run_1/sizes.png
(4 px per µm)
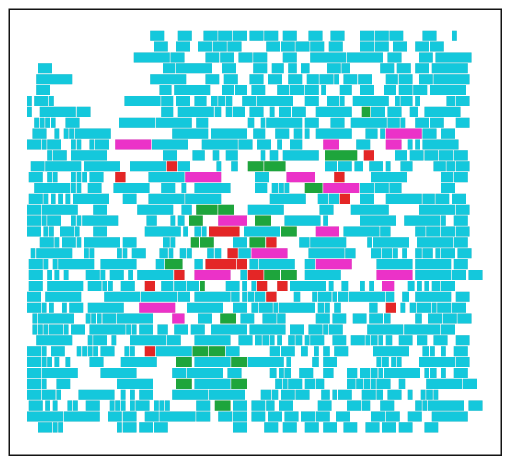
run_1/logic_types.png
(4 px per µm)
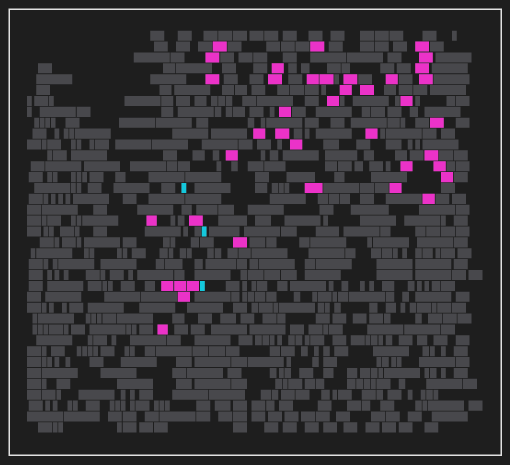
run_1/congestion.png
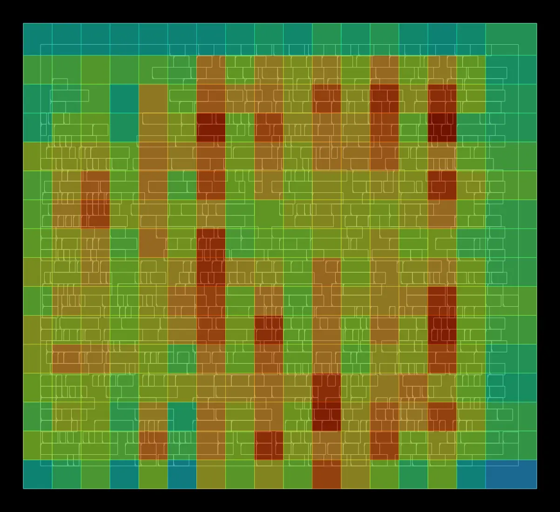
run_1/layer_met2.png
(2 px per µm)
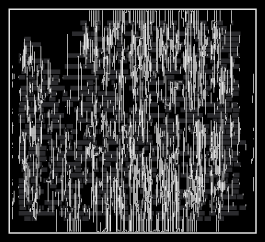
===== src/rtl/lsu_pkg.sv =====
// Shared types and helpers for the load/store port sequencer.
// States, RV32 funct3 access codes, and access size / byte-mask decode.
package lsu_pkg;

  typedef enum logic [2:0] {
    IDLE = 3'd0,
    REQ1 = 3'd1,
    CAP1 = 3'd2,
    GAP  = 3'd3,
    REQ2 = 3'd4,
    CAP2 = 3'd5,
    RESP = 3'd6
  } lsu_state_e;

  localparam logic [2:0] F3_B  = 3'b000;
  localparam logic [2:0] F3_H  = 3'b001;
  localparam logic [2:0] F3_W  = 3'b010;
  localparam logic [2:0] F3_BU = 3'b100;
  localparam logic [2:0] F3_HU = 3'b101;

  // Access size in bytes; 0 flags an unsupported code.
  function automatic logic [2:0] size_bytes(input logic [2:0] f3);
    case (f3)
      F3_B, F3_BU: size_bytes = 3'd1;
      F3_H, F3_HU: size_bytes = 3'd2;
      F3_W:        size_bytes = 3'd4;
      default:     size_bytes = 3'd0;
    endcase
  endfunction

  // Byte-enable pattern of an access at offset 0.
  function automatic logic [3:0] basemask(input logic [2:0] f3);
    case (f3)
      F3_B, F3_BU: basemask = 4'b0001;
      F3_H, F3_HU: basemask = 4'b0011;
      F3_W:        basemask = 4'b1111;
      default:     basemask = 4'b0000;
    endcase
  endfunction

endpackage


===== src/rtl/lsu_load_fmt.sv =====
// Load result formatter: aligns a two-word window by byte offset, then
// truncates and sign/zero-extends to the access size.
module lsu_load_fmt
  import lsu_pkg::*;
(
  input  logic [63:0] data,
  input  logic [1:0]  offset,
  input  logic [2:0]  funct3,
  output logic [31:0] result
);

  logic [31:0] sh_s;

  assign sh_s = 32'(data >> {offset, 3'b000});

  // Size selection and extension of the aligned bytes.
  always_comb begin
    result = 32'h0000_0000;
    case (funct3)
      F3_B:    result = {{24{sh_s[7]}}, sh_s[7:0]};
      F3_H:    result = {{16{sh_s[15]}}, sh_s[15:0]};
      F3_W:    result = sh_s;
      F3_BU:   result = {24'h00_0000, sh_s[7:0]};
      F3_HU:   result = {16'h0000, sh_s[15:0]};
      default: result = 32'h0000_0000;
    endcase
  end

endmodule


===== src/rtl/lsu_port.sv =====
// Load/store sequencer in front of one synchronous-read RAM port.
// Define LSU_SPLIT_EN to split word-crossing accesses into two RAM accesses.
module lsu_port
  import lsu_pkg::*;
#(
  parameter int ADDR_W     = 32,
  parameter int SPLIT_WAIT = 0
) (
  input  logic              clk,
  input  logic              reset,
  input  logic              req_valid,
  output logic              req_ready,
  input  logic              req_we,
  input  logic [2:0]        req_funct3,
  input  logic [ADDR_W-1:0] req_addr,
  input  logic [31:0]       req_wdata,
  output logic [ADDR_W-1:0] mem_addr,
  output logic [3:0]        mem_wmask,
  output logic [31:0]       mem_wdata,
  output logic              mem_cen,
  input  logic [31:0]       mem_rdata,
  output logic              rsp_valid,
  output logic [31:0]       rsp_rdata,
  output logic              rsp_err
);

  lsu_state_e  state_r;
  logic [1:0]  off_r;
  logic [2:0]  funct3_r;
  logic        we_r;

  logic [1:0]  off_s;
  logic [2:0]  sz_s;
  logic [3:0]  bm_s;
  logic [3:0]  mask_lo_s;
  logic [31:0] wdata_lo_s;
  logic        illegal_s;
  logic        err_s;
  logic [63:0] fmt_data_s;
  logic [31:0] fmt_out_s;

  assign off_s = req_addr[1:0];
  assign sz_s  = size_bytes(req_funct3);
  assign bm_s  = basemask(req_funct3);

  // Legal codes: all five for loads, only B/H/W for stores.
  always_comb begin
    illegal_s = 1'b1;
    case (req_funct3)
      F3_B, F3_H, F3_W: illegal_s = 1'b0;
      F3_BU, F3_HU:     illegal_s = req_we;
      default:          illegal_s = 1'b1;
    endcase
  end

`ifdef LSU_SPLIT_EN
  logic              split_s;
  logic [7:0]        mask8_s;
  logic [63:0]       wdata64_s;
  logic              split_r;
  logic [ADDR_W-1:0] addr2_r;
  logic [3:0]        mask2_r;
  logic [31:0]       wdata2_r;
  logic [31:0]       lo_word_r;
  logic [1:0]        gap_cnt_r;

  assign mask8_s    = {4'h0, bm_s} << off_s;
  assign wdata64_s  = {32'h0000_0000, req_wdata} << {off_s, 3'b000};
  assign mask_lo_s  = mask8_s[3:0];
  assign wdata_lo_s = wdata64_s[31:0];
  assign split_s    = (({1'b0, off_s} + sz_s) > 3'd4);
  assign err_s      = illegal_s;
  assign fmt_data_s = (state_r == CAP2) ? {mem_rdata, lo_word_r}
                                        : {32'h0000_0000, mem_rdata};
`else
  logic misal_s;

  assign mask_lo_s  = bm_s << off_s;
  assign wdata_lo_s = req_wdata << {off_s, 3'b000};
  assign err_s      = illegal_s | misal_s;
  assign fmt_data_s = {32'h0000_0000, mem_rdata};

  // Without splitting, any access not naturally aligned is rejected.
  always_comb begin
    misal_s = 1'b0;
    case (sz_s)
      3'd4:    misal_s = (off_s != 2'b00);
      3'd2:    misal_s = off_s[0];
      default: misal_s = 1'b0;
    endcase
  end
`endif

  lsu_load_fmt u_fmt (
    .data   (fmt_data_s),
    .offset (off_r),
    .funct3 (funct3_r),
    .result (fmt_out_s)
  );

  // Sequencer FSM with all port outputs registered.
  always_ff @(posedge clk or negedge reset) begin
    if (!reset) begin
      state_r   <= IDLE;
      off_r     <= 2'b00;
      funct3_r  <= 3'b000;
      we_r      <= 1'b0;
      req_ready <= 1'b0;
      mem_addr  <= '0;
      mem_wmask <= 4'h0;
      mem_wdata <= 32'h0000_0000;
      mem_cen   <= 1'b0;
      rsp_valid <= 1'b0;
      rsp_rdata <= 32'h0000_0000;
      rsp_err   <= 1'b0;
`ifdef LSU_SPLIT_EN
      split_r   <= 1'b0;
      addr2_r   <= '0;
      mask2_r   <= 4'h0;
      wdata2_r  <= 32'h0000_0000;
      lo_word_r <= 32'h0000_0000;
      gap_cnt_r <= 2'b00;
`endif
    end else begin
      case (state_r)
        IDLE: begin
          if (req_valid && req_ready) begin
            req_ready <= 1'b0;
            off_r     <= off_s;
            funct3_r  <= req_funct3;
            we_r      <= req_we;
            if (err_s) begin
              rsp_valid <= 1'b1;
              rsp_err   <= 1'b1;
              rsp_rdata <= 32'h0000_0000;
              state_r   <= RESP;
            end else begin
              mem_addr  <= {req_addr[ADDR_W-1:2], 2'b00};
              mem_wmask <= req_we ? mask_lo_s : 4'h0;
              mem_wdata <= wdata_lo_s;
              mem_cen   <= 1'b1;
`ifdef LSU_SPLIT_EN
              split_r   <= split_s;
              addr2_r   <= {req_addr[ADDR_W-1:2] + {{(ADDR_W-3){1'b0}}, 1'b1}, 2'b00};
              mask2_r   <= req_we ? mask8_s[7:4] : 4'h0;
              wdata2_r  <= wdata64_s[63:32];
`endif
              state_r   <= REQ1;
            end
          end else begin
            req_ready <= 1'b1;
          end
        end
        REQ1: begin
          mem_cen   <= 1'b0;
          mem_wmask <= 4'h0;
          state_r   <= CAP1;
        end
        CAP1: begin
`ifdef LSU_SPLIT_EN
          if (split_r) begin
            lo_word_r <= mem_rdata;
            if (SPLIT_WAIT > 0) begin
              gap_cnt_r <= 2'(SPLIT_WAIT - 1);
              state_r   <= GAP;
            end else begin
              mem_addr  <= addr2_r;
              mem_wmask <= mask2_r;
              mem_wdata <= wdata2_r;
              mem_cen   <= 1'b1;
              state_r   <= REQ2;
            end
          end else begin
            rsp_valid <= 1'b1;
            rsp_err   <= 1'b0;
            rsp_rdata <= we_r ? 32'h0000_0000 : fmt_out_s;
            state_r   <= RESP;
          end
`else
          rsp_valid <= 1'b1;
          rsp_err   <= 1'b0;
          rsp_rdata <= we_r ? 32'h0000_0000 : fmt_out_s;
          state_r   <= RESP;
`endif
        end
`ifdef LSU_SPLIT_EN
        GAP: begin
          if (gap_cnt_r == 2'b00) begin
            mem_addr  <= addr2_r;
            mem_wmask <= mask2_r;
            mem_wdata <= wdata2_r;
            mem_cen   <= 1'b1;
            state_r   <= REQ2;
          end else begin
            gap_cnt_r <= gap_cnt_r - 2'b01;
          end
        end
        REQ2: begin
          mem_cen   <= 1'b0;
          mem_wmask <= 4'h0;
          state_r   <= CAP2;
        end
        CAP2: begin
          rsp_valid <= 1'b1;
          rsp_err   <= 1'b0;
          rsp_rdata <= we_r ? 32'h0000_0000 : fmt_out_s;
          state_r   <= RESP;
        end
`endif
        RESP: begin
          rsp_valid <= 1'b0;
          rsp_err   <= 1'b0;
          rsp_rdata <= 32'h0000_0000;
          req_ready <= 1'b1;
          state_r   <= IDLE;
        end
        default: begin
          mem_cen   <= 1'b0;
          mem_wmask <= 4'h0;
          rsp_valid <= 1'b0;
          req_ready <= 1'b0;
          state_r   <= IDLE;
        end
      endcase
    end
  end

endmodule


===== config.mk =====
export PLATFORM = sky130hd
export DESIGN_NAME = lsu_port
export DESIGN_NICKNAME = d
export VERILOG_FILES = /design/src/rtl/lsu_pkg.sv /design/src/rtl/lsu_load_fmt.sv /design/src/rtl/lsu_port.sv
export SDC_FILE = /design/constraint.sdc
export NUM_CORES = 1
export LEC_CHECK = 0
export CAP_MARGIN = 40
export CORE_ASPECT_RATIO = 0.9
export CORE_MARGIN = 4
export CORE_UTILIZATION = 45
export DETAILED_ROUTE_END_ITERATION = 6
export PLACE_DENSITY_LB_ADDON = 0.25
export RECOVER_POWER = 25
export SETUP_SLACK_MARGIN = 0.1
export SLEW_MARGIN = 20
export SYNTH_ARGS = -nofsm -noshare
export SYNTH_HDL_FRONTEND = slang
export SYNTH_SLANG_ARGS = --single-unit

===== constraint.sdc =====
create_clock -name clk -period 3 [get_ports clk]
set_input_delay 0.9 -clock clk [delete_from_list [all_inputs] [get_ports clk]]
set_output_delay 0.9 -clock clk [all_outputs]
set_load 0.01 [all_outputs]

==> flow_metrics.py, run 1 <==
# Auto-generated metrics
metrics = {
    "status": {
        "run_status": "complete, but fails checks",
        "violated_checks": "max-capacitance violations, max-slew violations",
    },
    "cts": {
        "cts.root.buffer_cell": "sky130_fd_sc_hd__clkbuf_16",
        "holdBufCountCts": 0,
    },
    "floorplanning": {
        "vertical_die_dimension_um": 111.1,
        "ios": 207,
    },
    "power_and_ir_drop": {
        "report.power.total_w": 0.006942,
        "clock_share_of_power_pct": 17.0,
        "power_density_nw_per_um2": 890.2,
        "netSwitchingPower_w": 0.002484,
        "combinationalPower_w": 0.00319,
        "worst_ir_drop_vdd_v": 0.0004353,
        "clk_pwr_w": 0.00118,
    },
    "worst_hold_path": {
        "min_path_type": "reg2reg",
        "min_path_cells": 2,
    },
    "final_timing": {
        "number_of_pins_exceeding_their_max_slew_limit_in_the_final_report": 36,
        "worst_slew_pin_slew_ps": 2018,
        "finish_stage_setup_viols": 0,
        "final_tally_of_hold_violations": 0,
        "final_sum_of_negative_setup_slack_ps": 0,
    },
    "route": {
        "wl_met1_um": 6375,
        "final_antenna_net_count": 0,
        "dr_wl_met2_um": 7601,
        "drt_first_pass_iters": 4,
    },
    "cells_and_area": {
        "dominant-cell-class": "sequential cells",
        "area_share_clock_buf_inv_pct": 3.803,
        "ratio_of_cells_with_drive_above_1_in_the_final_layout_pct": 8.206,
        "multi_input_comb_area_um2": 2344,
        "mostFrequentLayoutCells": "sky130_fd_sc_hd__clkdlybuf4s50_1, sky130_fd_sc_hd__nand2_1, sky130_fd_sc_hd__dfrtp_1",
        "final_net_count": 817,
    },
    "synth": {
        "netlist_top_cells_count": "sky130_fd_sc_hd__nand2_1, sky130_fd_sc_hd__dfrtp_1, sky130_fd_sc_hd__mux2i_1",
        "syn_avg_cell_area_um2": 10.19,
        "synthesis_stage_register_bit_count": 111,
        "post_synth_ao_oa_area_fraction_pct": 17.76,
        "flop_cell": "sky130_fd_sc_hd__dfrtp_1",
        "netlist-cell-type-count": 47,
        "synthesis.yosys.warnings": 0,
        "top_area_share_pct": 52.22,
        "area_leaders": "sky130_fd_sc_hd__dfrtp_1, sky130_fd_sc_hd__nand2_1, sky130_fd_sc_hd__mux2i_1",
    },
    "grt": {
        "globalRoute.busiestLayer": "met2",
    },
    "critical_path": {
        "worstSetupStartpoint": "req_funct3[0]",
        "cp.depth": 6,
        "critical-path-max-stage-delay_ps": 550,
        "reg2reg_slack_ps": 860,
    },
    "placed_design": {
        "global_placement_routability_congestion": 0.8326,
        "dp_cells": 859,
    },
    "job": {
        "timing.max_cap.violations": 1,
    },
}
## Picture notes: sizes.png
| size | colour | cells |
|---|---|---|
| _2 cells | green | 25 |
| _3 and _4 cells | red | 18 |
| _6 and larger | magenta | 16 |
| _0 and _1 cells | cyan | 660 |
final worst-path setup slack: 453.5 ps
synthesis-to-finish area growth: 46.60%
final design area excluding fillers: 7797 µm²
Non-CTS buffers: 219

## Picture notes: logic_types.png
| family | colour | cells | most used |
|---|---|---|---|
| inv cells | cyan | 3 | inv_1 |
| non-inverting ao/oa cells | magenta | 40 | a211o_1 |
leading cell type in the layout, fill and taps excluded: sky130_fd_sc_hd__clkdlybuf4s50_1
fraction of area in multi-input gates: 30.05%
Final Non-Filler Cells: 875

## Picture notes: congestion.png
GR met3 Demand/Resource: 7.194%
wire per inst: 17.55 µm

## Picture notes: layer_met2.png
share of all routed wire: 49%
wire length on this layer: 7600 µm
longest straight run: 34.7 µm
main direction: vertical

==> run 2, diff against run 1 <==
- CORE_UTILIZATION: 45 -> 40
- clock period: 3 -> 2.25 ns (I/O delays scaled with it)
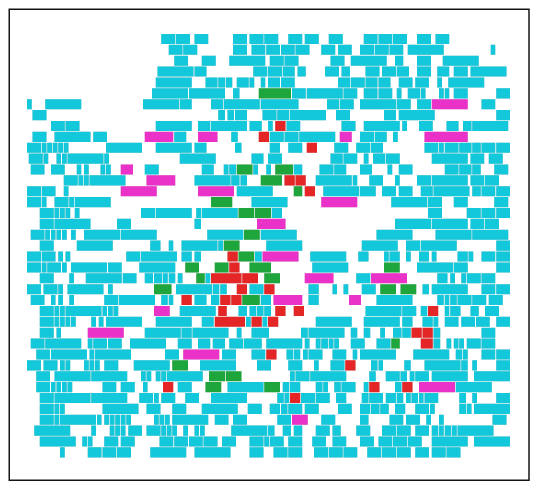
run_2/sizes.png
(4 px per µm)
| size | colour | cells |
|---|---|---|
| _3 and _4 cells | red | 31 |
| _0 and _1 cells | cyan | 658 |
| _6 and larger | magenta | 21 |
| _2 cells | green | 27 |

==> run 2 against run 1 <==
  * The flow finishes with violations (max-capacitance violations)
  * Via count grew 2.7%
  * Global-route usage shrank 1.9 points
  * Sequential power grew 32%
  * Synthesized cell count is the same
  * Setup slack lost 340 ps
  * Combinational power grew 39%
  * Non-clock buffer count grew 18
  * Count of clock-buffer cells in the layout grew 1
  * Routed wire length grew 2.4%
  * Flip-flop count is the same
  * Hold slack gained 0.98 ps
  * Critical path type unchanged
  * Largest cell class unchanged
==> flow_metrics.py, run 2 <==
# Auto-generated metrics
metrics = {
    "final_timing": {
        "finish_stage_setup_viols": 0,
        "final_tally_of_hold_violations": 0,
        "number_of_pins_exceeding_their_max_slew_limit_in_the_final_report": 0,
        "worst_slew_pin_slew_ps": 1497,
        "final_sum_of_negative_setup_slack_ps": 0,
        "fin_ws_ps": 115.1,
    },
    "floorplanning": {
        "ios": 207,
    },
    "route": {
        "detail_route.wirelength_um": 15720,
        "final_antenna_net_count": 0,
        "wl_met1_um": 6649,
        "detail_route.wl_per_cell_um": 17.45,
    },
    "power_and_ir_drop": {
        "power_density_nw_per_um2": 1179,
        "combinationalPower_w": 0.00443,
        "clock_share_of_power_pct": 17.3,
        "netSwitchingPower_w": 0.003331,
        "worst_ir_drop_vdd_v": 0.0006340,
        "clk_pwr_w": 0.00164,
        "report.power.total_w": 0.009463,
    },
    "synth": {
        "area_leaders": "sky130_fd_sc_hd__dfrtp_1, sky130_fd_sc_hd__nand2_1, sky130_fd_sc_hd__mux2i_1",
        "synthesis.yosys.warnings": 0,
        "post_synth_ao_oa_area_fraction_pct": 17.76,
        "synthesis_stage_register_bit_count": 111,
        "netlist-cell-type-count": 47,
        "top_area_share_pct": 52.22,
        "flop_cell": "sky130_fd_sc_hd__dfrtp_1",
    },
    "cells_and_area": {
        "ratio_of_cells_with_drive_above_1_in_the_final_layout_pct": 10.72,
        "multi_input_comb_area_um2": 2370,
        "layout.non_clock_buffers": 237,
        "sh_comb_area_pct": 29.52,
        "finish.cell_count_without_fillers": 901,
        "dominant-cell-class": "sequential cells",
        "area_growth_pct": 50.95,
        "mostFrequentLayoutCells": "sky130_fd_sc_hd__clkdlybuf4s50_1, sky130_fd_sc_hd__nand2_1, sky130_fd_sc_hd__dfrtp_1",
        "final_net_count": 836,
    },
    "cts": {
        "holdBufCountCts": 0,
    },
    "worst_hold_path": {
        "min_path_cells": 2,
        "min_path_type": "reg2reg",
    },
    "critical_path": {
        "critical-path-max-stage-delay_ps": 520,
        "worstSetupStartpoint": "mem_rdata[23]",
        "cp.depth": 4,
    },
    "status": {
        "violated_checks": "max-capacitance violations",
        "run_status": "complete, but fails checks",
    },
    "job": {
        "timing.max_cap.violations": 1,
    },
    "grt": {
        "globalRoute.busiestLayer": "met2",
    },
    "placed_design": {
        "global_placement_routability_congestion": 0.8871,
        "dp_cells": 885,
    },
}
==> run 3, diff against run 2 <==
- CORE_UTILIZATION: 40 -> 45
- REMOVE_ABC_BUFFERS: unset -> 1
- SYNTH_HIERARCHICAL: unset -> 1
- clock period: 2.25 -> 2.4 ns (I/O delays scaled with it)
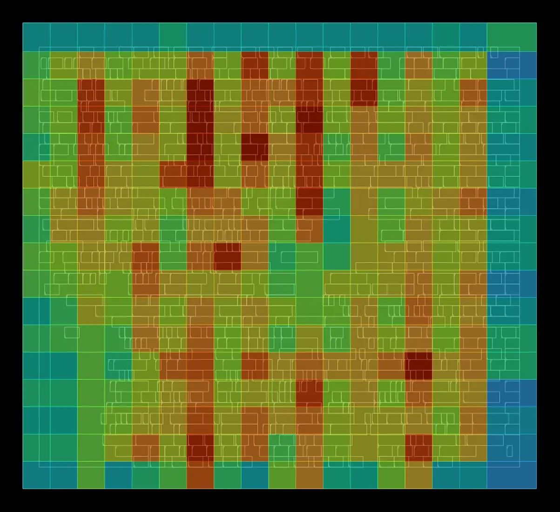
run_3/congestion.png
grt met2 use: 35.86%
Global Route Usage Sum: 21.13%
Post-Route Utilization: 68.44%

==> run 3 against run 2 <==
  * The flow finishes with violations (max-capacitance violations, max-slew violations)
  * Register-to-register slack better by 70 ps
  * Critical path depth is 1 higher
  * Power is 8.2% higher
  * Final cell count is 1.8% higher
  * Sequential share of layout area is 3.1 points lower
  * Setup slack better by 58 ps
  * Die size is 0.43% higher
  * Clock skew is 3.5 ps lower
  * Highest routed layer unchanged
  * Combinational power is 19% higher
  * Sequential power hardly changed
  * Non-clock buffer count is 1 higher
==> flow_metrics.py, run 3 <==
# Auto-generated metrics
metrics = {
    "status": {
        "run_status": "complete, but fails checks",
        "violated_checks": "max-capacitance violations, max-slew violations",
    },
    "job": {
        "timing.max_cap.violations": 1,
    },
    "cts": {
        "holdBufCountCts": 0,
    },
    "power_and_ir_drop": {
        "clk_pwr_w": 0.00161,
        "clock_share_of_power_pct": 15.7,
        "worst_ir_drop_vdd_v": 0.0004807,
        "power_density_nw_per_um2": 1162,
        "netSwitchingPower_w": 0.003480,
    },
    "critical_path": {
        "worstSetupStartpoint": "req_funct3[2]",
        "cp.depth": 5,
        "critical-path-max-stage-delay_ps": 520,
    },
    "cells_and_area": {
        "area_growth_pct": 46.69,
        "finish.cell_count_without_fillers": 917,
        "mostFrequentLayoutCells": "sky130_fd_sc_hd__clkdlybuf4s50_1, sky130_fd_sc_hd__dfrtp_1, sky130_fd_sc_hd__nand2_1",
        "dominant-cell-class": "logic gates",
        "ratio_of_cells_with_drive_above_1_in_the_final_layout_pct": 18.06,
    },
    "synth": {
        "top_area_share_pct": 46.21,
        "synthesis_stage_register_bit_count": 111,
        "area_leaders": "sky130_fd_sc_hd__dfrtp_1, sky130_fd_sc_hd__mux4_2, sky130_fd_sc_hd__mux2_4",
        "flop_cell": "sky130_fd_sc_hd__dfrtp_1",
    },
    "floorplanning": {
        "ios": 207,
    },
    "worst_hold_path": {
        "min_path_type": "reg2reg",
        "min_path_cells": 2,
    },
    "final_timing": {
        "fin_ws_ps": 173.1,
        "number_of_pins_exceeding_their_max_slew_limit_in_the_final_report": 65,
        "finish_stage_setup_viols": 0,
        "final_tally_of_hold_violations": 0,
    },
    "placed_design": {
        "dp_cells": 901,
        "global_placement_routability_congestion": 0.8747,
    },
    "grt": {
        "globalRoute.busiestLayer": "met2",
    },
    "route": {
        "detail_route.wirelength_um": 16460,
        "final_antenna_net_count": 0,
    },
}
Power is estimated from default activity; no workload was simulated.
